## src/rtl/control_sequencer.sv

```systemverilog
// Control sequencer for the 8-bit, 5-stage core: decodes the instruction register into the
// current datapath state, with memory wait-states, multi-beat multiply write-back and fault halt.
module control_sequencer #(
  parameter int INSTR_WIDTH  = 16,
  parameter int RESULT_BEATS = 2,
  parameter int WAIT_LIMIT   = 15
) (
  input  logic                   clock,
  input  logic                   reset,
  input  logic [INSTR_WIDTH-1:0] instruction,
  input  logic                   mem_ready,
  input  logic                   resume,
  output logic [4:0]             state,
  output logic                   halted,
  output logic                   fault,
  output logic                   instr_done,
  output logic [1:0]             beat
);

  localparam logic [4:0] OP_NOP      = 5'b00000;
  localparam logic [4:0] OP_MULTIPLY = 5'b00101;
  localparam logic [4:0] OP_LOAD     = 5'b10000;
  localparam logic [4:0] OP_STORE    = 5'b10001;
  localparam logic [4:0] OP_MOVE     = 5'b10010;
  localparam logic [4:0] OP_JUMP     = 5'b10011;

  localparam logic [1:0] SOURCE_REGISTER  = 2'b00;
  localparam logic [1:0] SOURCE_IMMEDIATE = 2'b01;
  localparam logic [1:0] SOURCE_MEMORY    = 2'b10;

  typedef enum logic [4:0] {
    S_RESET           = 5'd0,
    S_FETCH_1         = 5'd1,
    S_FETCH_2         = 5'd2,
    S_FETCH_IMMEDIATE = 5'd3,
    S_FETCH_ADDRESS_1 = 5'd4,
    S_FETCH_ADDRESS_2 = 5'd5,
    S_FETCH_ADDRESS_3 = 5'd6,
    S_FETCH_ADDRESS_4 = 5'd7,
    S_LOAD_JUMP_1     = 5'd8,
    S_LOAD_JUMP_2     = 5'd9,
    S_EXECUTE_JUMP    = 5'd10,
    S_COPY_REGISTER_1 = 5'd11,
    S_COPY_REGISTER_2 = 5'd12,
    S_FETCH_MEMORY    = 5'd13,
    S_STORE_MEMORY    = 5'd14,
    S_TEMP_FETCH      = 5'd15,
    S_TEMP_STORE      = 5'd16,
    S_ALU_OPERATION   = 5'd17,
    S_STORE_RESULT_1  = 5'd18,
    S_STORE_RESULT_2  = 5'd19,
    S_HALT            = 5'd20
  } state_t;

  // Counter saturates at the limit, so with the timeout disabled it simply sits at zero.
  localparam int                WAIT_W    = (WAIT_LIMIT > 0) ? $clog2(WAIT_LIMIT + 1) : 1;
  localparam logic [WAIT_W-1:0] WAIT_MAX  = WAIT_W'(WAIT_LIMIT);
  localparam logic [1:0]        LAST_BEAT = 2'(RESULT_BEATS - 1);

  state_t            state_q, state_d;
  logic              fault_q, fault_d;
  logic              done_q, done_d;
  logic [1:0]        beat_q, beat_d;
  logic [WAIT_W-1:0] wait_q, wait_d;

  logic [4:0] op;
  logic [1:0] src;
  logic       isAlu;
  logic       isMem;
  logic       stall;
  logic       setFault;

  assign op  = instruction[INSTR_WIDTH-1 -: 5];
  assign src = instruction[INSTR_WIDTH-6 -: 2];

  assign isAlu = (op[4] == 1'b0) && (op != 5'b01101) && (op != 5'b01110) && (op != OP_NOP);

  always_comb begin
    isMem = 1'b0;
    case (state_q)
      S_FETCH_2, S_FETCH_IMMEDIATE, S_FETCH_ADDRESS_2, S_FETCH_ADDRESS_4, S_LOAD_JUMP_2,
      S_FETCH_MEMORY, S_STORE_MEMORY, S_TEMP_FETCH, S_TEMP_STORE: isMem = 1'b1;
      default: isMem = 1'b0;
    endcase
  end

  assign stall = isMem && !mem_ready;

  always_comb begin
    state_d  = state_q;
    setFault = 1'b0;
    if (stall) begin
      if ((WAIT_LIMIT > 0) && (wait_q == WAIT_MAX)) begin
        state_d  = S_HALT;
        setFault = 1'b1;
      end
    end else begin
      case (state_q)
        S_RESET:   state_d = S_FETCH_1;
        S_FETCH_1: state_d = S_FETCH_2;
        S_FETCH_2: begin
          if (op == OP_NOP) begin
            state_d = S_FETCH_1;
          end else if (op == OP_JUMP) begin
            state_d = S_LOAD_JUMP_1;
          end else if (op == OP_LOAD) begin
            if (src == SOURCE_REGISTER) state_d = S_COPY_REGISTER_1;
            else if (src == SOURCE_IMMEDIATE) state_d = S_FETCH_IMMEDIATE;
            else if (src == SOURCE_MEMORY) state_d = S_FETCH_ADDRESS_1;
            else begin
              state_d  = S_HALT;
              setFault = 1'b1;
            end
          end else if ((op == OP_STORE) || (op == OP_MOVE)) begin
            state_d = S_FETCH_ADDRESS_1;
          end else if (isAlu) begin
            if (src == SOURCE_REGISTER) state_d = S_ALU_OPERATION;
            else if (src == SOURCE_IMMEDIATE) state_d = S_FETCH_IMMEDIATE;
            else begin
              state_d  = S_HALT;
              setFault = 1'b1;
            end
          end else begin
            state_d = S_HALT;
          end
        end
        S_LOAD_JUMP_1:     state_d = S_LOAD_JUMP_2;
        S_LOAD_JUMP_2:     state_d = S_EXECUTE_JUMP;
        S_EXECUTE_JUMP:    state_d = S_FETCH_1;
        S_COPY_REGISTER_1: state_d = S_COPY_REGISTER_2;
        S_COPY_REGISTER_2: state_d = S_FETCH_1;
        S_FETCH_IMMEDIATE: state_d = (op == OP_LOAD) ? S_FETCH_1 : S_ALU_OPERATION;
        S_FETCH_ADDRESS_1: state_d = S_FETCH_ADDRESS_2;
        S_FETCH_ADDRESS_2: begin
          if (op == OP_LOAD) state_d = S_FETCH_MEMORY;
          else if (op == OP_STORE) state_d = S_STORE_MEMORY;
          else if (op == OP_MOVE) state_d = S_TEMP_FETCH;
          else begin
            state_d  = S_HALT;
            setFault = 1'b1;
          end
        end
        S_FETCH_MEMORY:    state_d = S_FETCH_1;
        S_STORE_MEMORY:    state_d = S_FETCH_1;
        S_TEMP_FETCH:      state_d = S_FETCH_ADDRESS_3;
        S_FETCH_ADDRESS_3: state_d = S_FETCH_ADDRESS_4;
        S_FETCH_ADDRESS_4: state_d = S_TEMP_STORE;
        S_TEMP_STORE:      state_d = S_FETCH_1;
        S_ALU_OPERATION:   state_d = S_STORE_RESULT_1;
        S_STORE_RESULT_1:
          state_d = ((op == OP_MULTIPLY) && (RESULT_BEATS > 1)) ? S_STORE_RESULT_2 : S_FETCH_1;
        S_STORE_RESULT_2:  state_d = (beat_q == LAST_BEAT) ? S_FETCH_1 : S_STORE_RESULT_2;
        S_HALT:            state_d = (!fault_q && resume) ? S_FETCH_1 : S_HALT;
        default: begin
          state_d  = S_HALT;
          setFault = 1'b1;
        end
      endcase
    end
  end

  // Retirement is any return to fetch that did not come from reset or a halt resume.
  always_comb begin
    fault_d = fault_q | setFault;
    done_d  = (state_d == S_FETCH_1) && (state_q != S_RESET) && (state_q != S_HALT);
    beat_d  = (state_d == S_STORE_RESULT_2) ? beat_q + 2'd1 : 2'd0;
    wait_d  = wait_q;
    if (state_d != state_q) wait_d = '0;
    else if (stall && (wait_q != WAIT_MAX)) wait_d = wait_q + 1'b1;
  end

  always_ff @(posedge clock) begin
    if (reset) begin
      state_q <= S_RESET;
      fault_q <= 1'b0;
      done_q  <= 1'b0;
      beat_q  <= 2'd0;
      wait_q  <= '0;
    end else begin
      state_q <= state_d;
      fault_q <= fault_d;
      done_q  <= done_d;
      beat_q  <= beat_d;
      wait_q  <= wait_d;
    end
  end

  assign state      = state_q;
  assign halted     = (state_q == S_HALT);
  assign fault      = fault_q;
  assign instr_done = done_q;
  assign beat       = beat_q;

endmodule

```

## config.mk

```make
export PLATFORM = sky130hd
export DESIGN_NAME = control_sequencer
export DESIGN_NICKNAME = d
export VERILOG_FILES = /design/src/rtl/control_sequencer.sv
export SDC_FILE = /design/constraint.sdc
export NUM_CORES = 1
export LEC_CHECK = 0
export CAP_MARGIN = 25
export CORE_MARGIN = 2
export CORE_UTILIZATION = 55
export DETAILED_ROUTE_END_ITERATION = 16
export PLACE_DENSITY_LB_ADDON = 0.15
export SYNTH_ARGS = -nofsm -noshare
export SYNTH_HDL_FRONTEND = slang
export SYNTH_SLANG_ARGS = --single-unit
```

## constraint.sdc

```tcl
create_clock -name clock -period 5.56 [get_ports clock]
set_input_delay 0.834 -clock clock [delete_from_list [all_inputs] [get_ports clock]]
set_output_delay 0.834 -clock clock [all_outputs]
set_load 0.005 [all_outputs]
```

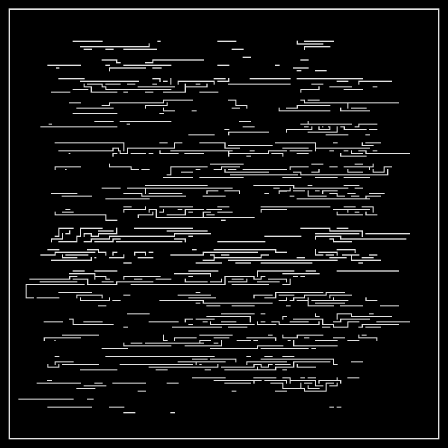
Figure 1: met1 routing.
nets with wire on the layer = 178
longest straight run = 13.8 um
share of all routed wire = 44%

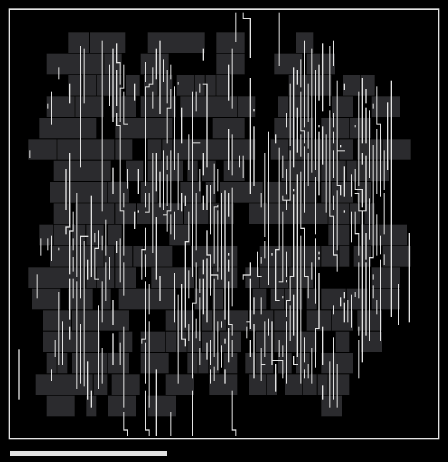
Figure 2: met2 routing.
The bar under the picture is 20 um long. Cells faint in the background.
main direction = vertical
nets with wire on the layer = 174
share of all routed wire = 49%
longest straight run = 29.9 um
wire length on this layer = 1660 um

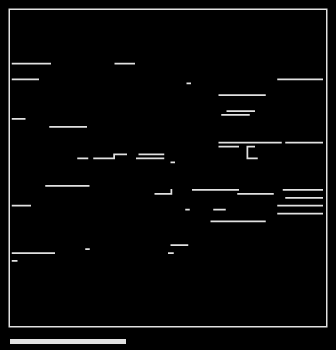
Figure 3: met3 routing.
The bar under the picture is 20 um long.
nets with wire on the layer = 30
share of all routed wire = 5.0%

==> summary.txt <==
run results: Log Warnings 35, Seq/Total Area, Yosys around 20%, status finished clean, stages on the worst setup path 9, hold buffer count at cts 0, Simple Share, Synth around 32%, share of cells above drive strength 1 7.81%, RSZ-0062 raised after global routing false, initial drt markers 42, hold crit path type flip-flop to flip-flop, Vias approximately 1500, post-place setup slack around 1.8 ns, num ports 30, H-tree levels 1, max incr delay on CP slightly above 0.8 ns, Startpoint Class input pin, crit path capture type flip-flop, Cells after Synth 185, Finished Layout Cells approximately 220, initial antenna violation count 0, port bufs 20, r2r setup slk 2.70 ns, Slew Limit Headroom 51.9%, EDFF count, synth 0, Syn Nets 207, Signal inverters 6, crit path DAT 3.66 ns, count leader, synth a21oi_1, Leak 0.578 nW, drt total wl 3370 um, yosys adder share under 10%, most frequent cells after synthesis a21oi_1, dfxtp_1, nand2_1, pin count of the biggest net entering global routing 22, synthesized area per cell about 7.6 um^2, final setup TNS 0 ns, CP required 5.73 ns, post-CTS resize count 0, Well Taps 30, Worst R2R Start state[4]$_SDFF_PP0_, Flops after synth 14, Pwr Total 0.000682 W, CTS tree built, Non-clk bufs 20
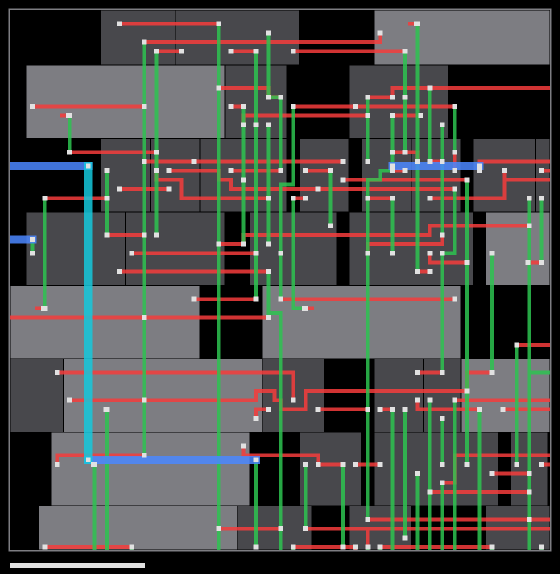
Figure 4: layout detail.
The bar under the picture is 5 um long. Region (4, 31) to (24, 51) um. Cells in gray, sequential cells in the stronger gray; small squares are vias.
met2 -> green
met4 -> cyan
met1 -> red
met3 -> blue
cells with their middle in the window = 32
netlist names of flops here include = `wait_q` (4), `state` (2)
most frequent = dfxtp_1 (7), nor3_1 (3)
sequential cells in the window = 7

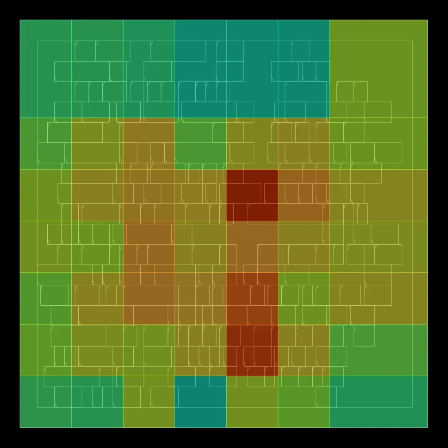
Figure 5: track usage over the die.
Routed wire per std cell: 15.2 um
grt met3 use: 1.37%
All-Layer GR Usage: 23.9%
Core Util, Final: 65.0%
met2 Resource Use GR: 41.6%

==> worst register-to-register path: cells and delay by family, from the launching register on <==
kind                   cells  cell delay [ns]
AOI/OAI and AO/OA          4             1.04
buffers and inverters      1             0.21
DFF                        1             0.70
and+or+nand+nor            3             0.78
==> where the power goes <==
part	switching, W	leakage (nW)	total [W]	internal, W
Combinational	0.000224	0.443	0.000422	0.000198
Sequential	0.0000647	0.114	0.000186	0.000121
Clock	0.0000342	0.0210	0.0000741	0.0000399
==> layer usage <==
layer  vias up  share of wire [%]  GRT usage [%]
met3         8                5.0           1.37
li1        716                  -              -
met4         0                1.9           12.1
met1       680                 44           29.6
met5         -                  0              0
met2        55                 49           41.6
==> sequential cells by signal, summed over array words and instances (netlist names) <==
register,count
beat,2
fault,1
instr_done,1
isMem,1
state,5
wait_q,4
Power is estimated from default activity; no workload was simulated.
